==> config.mk <==
export PLATFORM = sky130hd
export DESIGN_NAME = nrzi_tx
export DESIGN_NICKNAME = d
export VERILOG_FILES = /design/src/rtl/nrzi_tx.sv
export SDC_FILE = /design/constraint.sdc
export NUM_CORES = 1
export LEC_CHECK = 0
export CAP_MARGIN = 20
export CORE_MARGIN = 2
export CORE_UTILIZATION = 51
export CTS_BUF_LIST = sky130_fd_sc_hd__clkbuf_16
export DETAILED_ROUTE_END_ITERATION = 16
export GPL_ROUTABILITY_DRIVEN = 0
export GPL_TIMING_DRIVEN = 0
export PLACE_DENSITY_LB_ADDON = 0.25
export SYNTH_ARGS = -nofsm -noshare
export SYNTH_HDL_FRONTEND = slang
export SYNTH_SLANG_ARGS = --single-unit
==> constraint.sdc <==
create_clock -name clk -period 2.42 [get_ports clk]
set_input_delay 0.484 -clock clk [delete_from_list [all_inputs] [get_ports clk]]
set_output_delay 0.484 -clock clk [all_outputs]
set_load 0.1 [all_outputs]
==> run_1/flops_by_reg.png <==
(6 px per um) Other sequential cells in the stronger grey, the rest of the logic in the fainter grey.
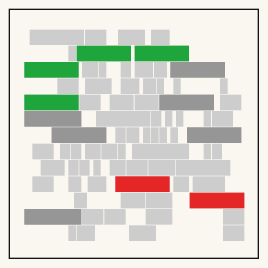
| signal | colour | placed flops |
|---|---|---|
| cnt | green | 4 |
| state | red | 2 |
not coloured: 6
area occupied by registers: 303 um^2
fin util: 68.5%
Seq area share: 34.0%

==> run_1/detail.png <==
Region (8, 0) to (33, 25) um. Cells in grey, sequential cells in the stronger grey; small squares are vias.
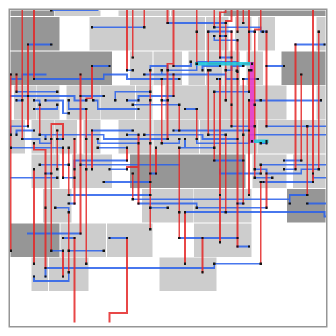
| layer | colour |
|---|---|
| metal 1 | blue |
| metal 3 | cyan |
| metal 4 | magenta |
| metal 2 | red |
most frequent: inv_1 (4), ha_1 (4)
sequential cells in the window: 2
cells with their middle in the window: 39

==> run_1/logic_types.png <==
(6 px per um)
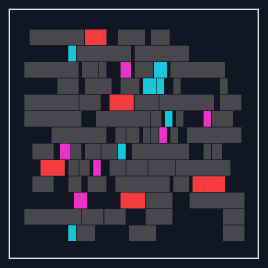
| family | colour | cells | most used |
|---|---|---|---|
| nand cells | magenta | 6 | nand2_1 |
| nor cells | cyan | 7 | nor2_1 |
| mux cells | red | 5 | mux2_2 |
Final Non-Filler Cells: 93
fraction of area in multi-input gates: 41.3%
Top cell excl fill/tap: dfrtp_1

==> results.tsv, run 1 <==
stage	metric	value	unit
sta	Hold Fails Final Rpt	0	
cells_and_area	final-layout clock buffer total	3	
cells_and_area	# fillers	110	
yosys	Synth area leader	dfrtp_1	
sta	Final setup viols	0	
yosys	Top cells by area	dfrtp_1 35%, ha_1 11%, dfstp_2 7.4%, mux2_2 4.8%, a221oi_4 3.7%	
cells_and_area	largest class	combinational gates	
cells_and_area	share of cells above drive strength 1	16.7	%
global_route	GR Layer Usage met1	20.9	%
detailed_routing	vias per cell	5.72	
cells_and_area	flip-flops	12	
global_route	total grt overflow	0	
detailed_routing	initial drt markers	11	
yosys	YS chip area	708	um^2
flow_run	Log Warnings	30	
detailed_routing	routed wl met3	63	um
sta	worst-margin pin slew	0.967	ns
floorplanning	die area	1700	um^2
detailed_routing	DRC errors left	0	
floorplanning	Die X-Extent	41.3	um
yosys	Syn Nets	75	
yosys	yosys warns	0	
yosys	most frequent cell after synthesis	dfrtp_1	
cells_and_area	Non-clock buffers	11	
cts	Clock Path Buffers	2	
floorplanning	Tap Cells	15	
worst_setup_path	CP max-delay cell	clkdlybuf4s50_1	
worst_setup_path	CP Capture Type	primary output	
yosys	post-synth design cell area	708	um^2
sta	Rel. slew slack	35.3	%
placement	port buffer count	9	
cells_and_area	Non-clock buffers, area share	11.2	%
global_route	number of global-route vias before repair	475	
worst_setup_path	CP top delay family	buffers and inverters	
sta	cycle use final	98.0	%
cts	CTS tree	built	
global_route	grt met3 use	9.78	%
yosys	Max-area cell share	35.3	%
yosys	ys flop type	dfrtp_1	
worst_setup_path	Worst EP arrival	1.89	ns
detailed_routing	WL met2	705	um
floorplanning	Init Core Util	54.4	%
detailed_routing	Routed Wire Length	1350	um
sta	RSZ-0062 raised after global routing	false	
floorplanning	io pins	10	
yosys	Seq share, synth	42.8	%
global_route	first-pass GRT wire length	2060	um
yosys	top cells by count, synth	10 x dfrtp_1, 6 x ha_1, 6 x inv_1	
detailed_routing	Routed wire per std cell	14.5	um
yosys	Post-synth EDFFs	0	
cells_and_area	Comb gates	45	
cells_and_area	Syn-to-layout area delta	25.8	%
global_route	antenna violations before repair	0	
worst_setup_path	critical path class	reg2out	
outcome	outcome	completed	
cts	root buf cell	clkbuf_16	
detailed_routing	Detail Route Antenna Nets	0	
global_route	met2 usage	35.2	%
worst_setup_path	worst reg-to-reg path cell count	6	
floorplanning	Die Ht	41.3	um
worst_setup_path	R2R setup slack	0.60	ns
placement	estimated wirelength of the detail-placed design	932	um
worst_setup_path	CP Depth	1	
hold_path	worst hold path type	reg2reg	
worst_setup_path	CP Launch Type	flip-flop	
floorplanning	num rows	13	
cells_and_area	Clock-cell share	8.85	%
cells_and_area	invs w/o clock	6	
cells_and_area	max FFs per register	4	
global_route	busiest layer in global routing	met2	
yosys	Syn Area/Cell	10.9	um^2
cells_and_area	Final nets	89	
## run 1: cells in the final DEF (no fill, tap or decap)
cell type        synthesis  final
a21boi_0                 1      1
a21oi_1                  3      3
a221oi_4                 1      1
a22o_1                   1      1
a22oi_1                  2      2
a31o_2                   1      1
a31oi_1                  1      1
a32o_1                   2      2
and2_1                   1      1
buf_6                    1      1
clkbuf_1                 1      1
clkbuf_16                0      3
clkbuf_2                 0      1
clkdlybuf4s50_1          0      8
dfrtp_1                 10     10
dfstp_2                  2      2
ha_1                     6      6
inv_1                    6      7
mux2_2                   3      3
mux2_4                   1      1
mux2i_1                  1      1
nand2_1                  3      3
nand2b_1                 1      1
nand3_1                  2      2
nor2_1                   5      5
nor2b_1                  2      2
o21a_1                   1      1
o21ai_0                  2      2
o221ai_1                 1      1
o31ai_1                  1      1
o32a_1                   1      1
or3b_1                   1      1
xor2_1                   1      1
## run 1: through the flow
stage                     worst slack, ns  hold WS [ns]  cells  cell area, um^2
after floorplan                     0.619         0.347     65              708
after global placement           0.000498         0.462     89              817
after detailed placement          -0.0354         0.477     89              817
after CTS                          0.0145         0.531     93              896
after global routing              0.00496         0.553     93              891
final                              0.0487         0.514     93              891
## run 1: cell families after synthesis
family | synth area share (%)
AND-OR/OR-AND | 21.4
AND/OR/NAND/NOR | 10.4
flip-flops | 42.8
buffers and inverters | 5.30
adder cells (fa/ha/maj) | 10.6
multiplexers | 8.30
XOR/XNOR | 1.24
## run 1: what timing repair did
item,CTS,global route
resized,2,1
buffers inserted,0,0
setup endpoints to repair,1,1
==> run_1/placement_by_type.png <==
(10 px per um)
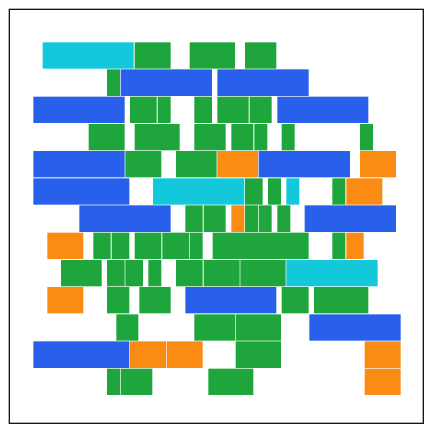

==> run 2: changes to the inputs <==
--- a/config.mk
+++ b/config.mk
@@ -12,7 +12,7 @@
 export DETAILED_ROUTE_END_ITERATION = 16
 export GPL_ROUTABILITY_DRIVEN = 0
 export GPL_TIMING_DRIVEN = 0
-export PLACE_DENSITY_LB_ADDON = 0.25
+export PLACE_DENSITY = 0.75
 export SYNTH_ARGS = -nofsm -noshare
 export SYNTH_HDL_FRONTEND = slang
 export SYNTH_SLANG_ARGS = --single-unit
==> run_2/placement_by_type.png <==
(10 px per um)
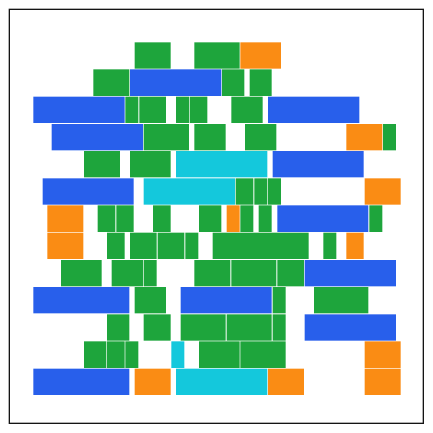
| class | colour | cells | share of their area |
|---|---|---|---|
| combinational and other logic | green | 51 | 45% |
| remaining buffers and delay cells | orange | 11 | 11% |
| clock drivers and dummy loads | cyan | 4 | 9.0% |
| sequential cells | blue | 12 | 35% |
Design Area, Final: 891 um^2
CORE AREA: 1300 um^2

==> run_2/flops_by_reg.png <==
(6 px per um) Other sequential cells in the stronger grey, the rest of the logic in the fainter grey.
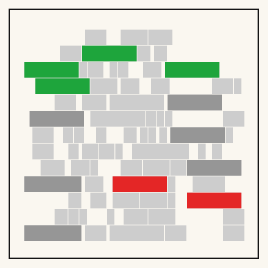
| signal | colour | placed flops |
|---|---|---|
| cnt | green | 4 |
| state | red | 2 |

==> run 2 against run 1 <==
Effect of this change: setup slack gained 0.0034 ns; die size is the same; cell count is the same; global-route usage shrank 1.9 points; worst hold slack lost 0.021 ns; first-iteration DRC count grew 36%; critical endpoint unchanged.
==> results.tsv, run 2 <==
stage	metric	value	unit
cts	insertion delay at the late pin of the worst-skew pair	0.24	ns
cts	CTS buffer count	3	
cts	CTS H-tree lvls	1	
sta	worst-margin pin slew	0.967	ns
cts	root buf cell	clkbuf_16	
sta	cycle use final	97.9	%
hold_path	hold path depth	2	
sta	Pins Over Slew Limit	0	
cts	postcts setup bufs	0	
floorplanning	die area	1700	um^2
worst_setup_path	CP max FO	2	
detailed_routing	DRC errors left	0	
yosys	Max-area cell share	35.3	%
yosys	synth unique cells	30	
yosys	ys flop type	dfrtp_1	
sta	RSZ-0062 raised after global routing	false	
yosys	yosys stat cell total	65	
sta	Sum Neg Setup Slack	0	ns
sta	max frequency	422	MHz
worst_setup_path	CP max-delay cell	clkdlybuf4s50_1	
sta	Hold Fails Final Rpt	0	
detailed_routing	drt first pass iters	4	
yosys	Syn Inst Count	65	
global_route	Total Routing Usage GR	18.3	%
detailed_routing	vias per cell	5.65	
yosys	async set-reset flop share out of synthesis	100	%
detailed_routing	initial drt markers	15	
cts	CTS tree	built	
flow_run	Log Warnings	30	
yosys	Syn Area/Cell	10.9	um^2
global_route	largest net degree at the start of global routing	13	
worst_setup_path	required time worst endpoint	1.94	ns
cells_and_area	Top cell excl fill/tap	dfrtp_1	
worst_setup_path	worst reg-to-reg path cell count	6	
yosys	Synth flops	12	
yosys	post-synth design cell area	708	um^2
worst_setup_path	Worst EP arrival	1.88	ns
yosys	yosys warns	0	
sta	fin crit period	2.37	ns
worst_setup_path	CP Launch Type	flip-flop	
cells_and_area	Syn-to-layout area delta	25.8	%
cells_and_area	antenna cells	0	
global_route	total grt overflow	0	
outcome	outcome	completed	
floorplanning	Init Core Util	54.4	%
worst_setup_path	CP Capture Type	primary output	
yosys	Post-synth EDFFs	0	
cts	hold_buf cts	0	
placement	Setup WS pre-CTS	-0.0308	ns
hold_path	worst hold path type	reg2reg	
yosys	top cells by count, synth	10 x dfrtp_1, 6 x ha_1, 6 x inv_1	
worst_setup_path	critical path class	reg2out	
yosys	YS chip area	708	um^2
floorplanning	num rows	13	
sta	final worst setup slack	0.0520	ns
sta	hold slack	0.493	ns
detailed_routing	Routed Wire Length	1270	um
placement	estimated wirelength of the detail-placed design	925	um
worst_setup_path	CP Depth	1	
placement	port buffer count	9	
global_route	first-pass GRT wire length	1900	um
floorplanning	io pins	10	
worst_setup_path	CP bufs+invs	1	
sta	Final setup viols	0	
global_route	antenna violations before repair	0	
cells_and_area	Final nets	89	
floorplanning	Die X-Extent	41.3	um
cells_and_area	share of cells above drive strength 1	16.7	%
placement	placed cell area	817	um^2
yosys	Top cells by area	dfrtp_1 35%, ha_1 11%, dfstp_2 7.4%, mux2_2 4.8%, a221oi_4 3.7%	
sta	Rel. slew slack	35.3	%
cells_and_area	fin util	68.5	%
cts	clock slew seen by the registers of the worst setup and hold paths	0.04	ns
worst_setup_path	worst path cell trace	clkdlybuf4s50_1	
yosys	most frequent cell after synthesis	dfrtp_1	
detailed_routing	Detail Route Antenna Nets	0	
cts	clock sink count	12	
sta	Worst Skew	0.00125	ns
floorplanning	Die Ht	41.3	um
cells_and_area	max FFs per register	4	
yosys	Syn Nets	75	
cells_and_area	Top Layout Cells	10 x dfrtp_1, 8 x clkdlybuf4s50_1, 6 x inv_1, 6 x ha_1, 5 x nor2_1	
detailed_routing	DR vias	525	
worst_setup_path	R2R setup slack	0.58	ns
yosys	Seq share, synth	42.8	%
detailed_routing	Routed wire per std cell	13.6	um
worst_setup_path	CP top delay family	buffers and inverters	
worst_setup_path	crit-path max cell delay	1.12	ns
yosys	Synth area leader	dfrtp_1	
global_route	number of global-route vias before repair	444	
cts	Clock Path Buffers	2	
flow_run	Max-cap violations	0	
-- run 2: cells by family after synthesis --
family | share of synthesized area, %
xor gates and xnor gates | 1.24
and+or+nand+nor | 10.4
DFF | 42.8
adders and majority gates | 10.6
muxes | 8.30
buffers and inverters | 5.30
AOI/OAI and AO/OA | 21.4
-- run 2: tightest hold or removal path, stage by stage, from the launching register on --
cell	delay, ns
dfrtp_1	0.34
nand2_1	0.06
o31ai_1	0.06
-- run 2: area by class of cell --
type | instances | area (um^2)
plain buffers | 2 | 15.0
clock buffers | 3 | 75.1
clock inverters | 1 | 3.75
fillers | 110 | 410
inverters | 6 | 22.5
multi-input cells | 45 | 368
flip-flops and latches | 12 | 303
well taps | 15 | 18.8
repair buffers | 9 | 85.1
-- run 2: routing by layer --
layer,vias to the layer above,wire (um),global-route usage [%]
met1,251,633,22.2
met5,-,0,0
met2,12,571,28.1
met4,0,17,9.68
met3,2,43,6.52
li1,260,-,-
-- run 2: stage by stage --
stage / std cells
5_1_grt: 93
4_1_cts: 93
2_1_floorplan: 65
3_5_place_dp: 89
3_3_place_gp: 89
6_report: 93
-- run 2: timing repair --
item	in CTS	in global routing
gates resized	2	1
pin swaps	0	0
setup endpoints to repair	1	1
endpoints found under the hold margin	0	0
